==> config.mk <==
export PLATFORM = sky130hd
export DESIGN_NAME = ldm_stm_sequencer
export DESIGN_NICKNAME = d
export VERILOG_FILES = /design/src/rtl/ldm_stm_sequencer.sv
export SDC_FILE = /design/constraint.sdc
export NUM_CORES = 1
export LEC_CHECK = 0
export CELL_PAD_IN_SITES_DETAIL_PLACEMENT = 0
export CELL_PAD_IN_SITES_GLOBAL_PLACEMENT = 1
export CORE_MARGIN = 1.5
export CORE_UTILIZATION = 39
export DETAILED_ROUTE_END_ITERATION = 12
export PLACE_DENSITY = 0.83
export RECOVER_POWER = 50
export SLEW_MARGIN = 0
export SYNTH_ARGS = -nofsm -noshare
export SYNTH_HDL_FRONTEND = slang
export SYNTH_SLANG_ARGS = --single-unit
==> constraint.sdc <==
create_clock -name clock -period 7.4 [get_ports clock]
set_input_delay 2.22 -clock clock [delete_from_list [all_inputs] [get_ports clock]]
set_output_delay 2.22 -clock clock [all_outputs]
set_load 0.1 [all_outputs]
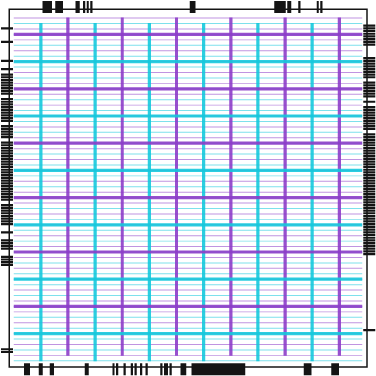
Figure 1: floorplan with the power grid.
Scale: 2 px per um. Pins as bars on the die edge.
net	colour
VSS	cyan
VDD	purple
met5 straps	12
met1 rails	64
met4 straps	12
rows	63
signal pins	233
core area: 0.0299 mm^2
die y size: 178 um
x dimension of the die: 178 um

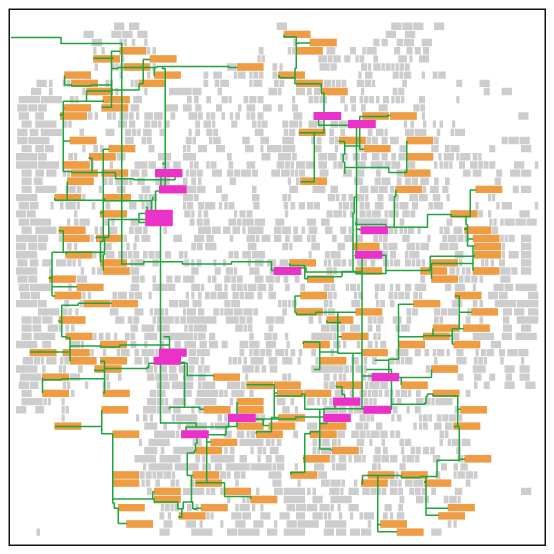
Figure 2: routed clock nets over the placement.
Scale: 3 px per um.
[clock-net drivers] magenta | count: 17
[clock wires] green | length: 2270 um
[flip-flops] orange | count: 141
flops lie	spread over the die
routed clock nets	18
clock insertion delay at the later pin of the skew report: 0.43 ns
skew final: 0.0129 ns

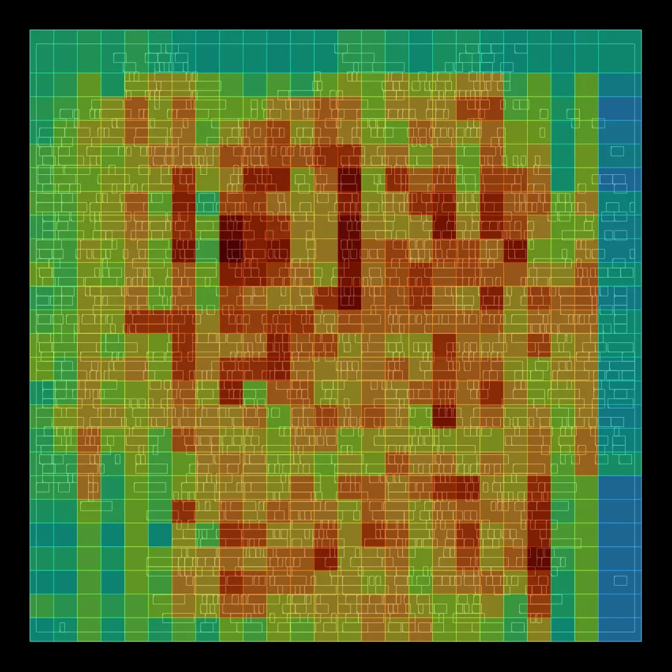
Figure 3: congestion heat map.
GR peak layer: met1
Global Route met1 Usage: 0.403
final core utilization: 0.489

==> flow_summary_export.csv <==
group,metric,value,unit
cells_and_area,logic_share_of_the_area,0.518,
synth,flop_cell,"sky130_fd_sc_hd__dfrtp_1",
worst_setup_path,cp_num_buf_inv,2,
floorplanning,num_io_pins,233,
synth,post_synth_and_or_nand_nor_area_fraction,0.272,
cells_and_area,final.fill_count,2883,
synth,yosys-top-cells-count,"279 x sky130_fd_sc_hd__nand2_1, 141 x sky130_fd_sc_hd__dfrtp_1, 129 x sky130_fd_sc_hd__o21ai_0",
cells_and_area,layout_top_cells_excl_fill_tap,"279 x sky130_fd_sc_hd__nand2_1, 141 x sky130_fd_sc_hd__dfrtp_1, 129 x sky130_fd_sc_hd__o21ai_0",
sta,timing.max_slew.rel_slack,-2.32,
route,route.met2.wl,17300,um
sta,rsz0062_at_grt,"no",
synth,ys_cells,1564,
job,openroad.warnings,35,
global_routing,first_global_vias,11412,
synth,synth_dominant_cell_count,"sky130_fd_sc_hd__nand2_1",
route,via_per_inst,5.94,
floorplanning,row_cnt,63,
placed_design,postPlaceCellArea,0.0140,mm^2
placed_design,placed_instances,2001,
sta,max_clock_freq,0.144,GHz
placed_design,dpl.hpwl,31000,um
job,max_cap_viol,4,
sta,totalNegativeSetupSlack,0,ns
sta,finalCriticalPeriod,6.96,ns
cells_and_area,regArea,0.00353,mm^2
cells_and_area,nNetsFinal,1788,
route,totalWireLength,42400,um
sta,timing.final.max_slew_violations,284,
cells_and_area,stdcell_count,2033,
synth,synth.avg_cell_area,7.65,um^2
cells_and_area,final_layout_size_suffix_gt1_frac,0.0809,
clock_network,cts_tree,"yes",
synth,synth_top_area_share,0.295,
synth,synth-edff-count,0,
global_routing,grt_max_degree,89,
floorplanning,initCoreUtil,0.400,
sta,holdWs,0.470,ns
synth,synth_seq_share,0.295,
worst_setup_path,r2r_setup_slack,0.44,ns
sta,layout_worst_path_cycle_share,0.941,
synth,largest_area_cell,"sky130_fd_sc_hd__dfrtp_1",
sta,worst_pin_slew,4.99,ns
cells_and_area,layout.area.top_class,"multi-input combinational cells",
clock_network,cts_root_buffer,"sky130_fd_sc_hd__clkbuf_16",
worst_setup_path,critical_path_arrival,7.32,ns
synth,synth_compound_gate_area_share,0.244,
floorplanning,chipArea,0.0317,mm^2
worst_setup_path,cp_max_stage_cell,"sky130_fd_sc_hd__a2111oi_4",
worst_setup_path,cp.required,7.76,ns
clock_network,cts-htree-levels,4,
worst_setup_path,cp_common_cell,"sky130_fd_sc_hd__fa_1",
cells_and_area,share_of_cell_area_taken_by_flip_flops_and_latches,0.242,
clock_network,max-clock-path-buffers,2,
global_routing,global_route.overflow_total,0,
clock_network,postCtsResizedCells,0,
cells_and_area,nClkBuffers,20,
worst_setup_path,stage_delay_of_the_slowest_cell_on_the_critical_path,0.79,ns
synth,synth.mux.area_fraction,0.0213,
worst_setup_path,critical_path.cell_chain,"inv_1 > fa_1 > fa_1 > fa_1 > fa_1 > inv_1 > ha_1 > fa_1 > ha_1 > or2_2 > a2111oi_4 > o21ai_0 > a22oi_1 > nand4_1 > or4_4 > or4_1 > nand3_1",
synth,synth.cellmix.xorXnorShare,0.0483,
run_status,outcome,"complete, but fails checks",
clock_network,post_cts.repair.setup_buffers,0,
floorplanning,tap_cell_instance_count,390,
worst_hold_path,hold_path_class,"reg2reg",
placed_design,place_congestion,0.958,
synth,synth_warnings,0,
route,topRoutingLayerUsed,"met4",
run_status,violations,"max-capacitance violations, max-slew violations",
global_routing,grt_util_all_layers,0.273,
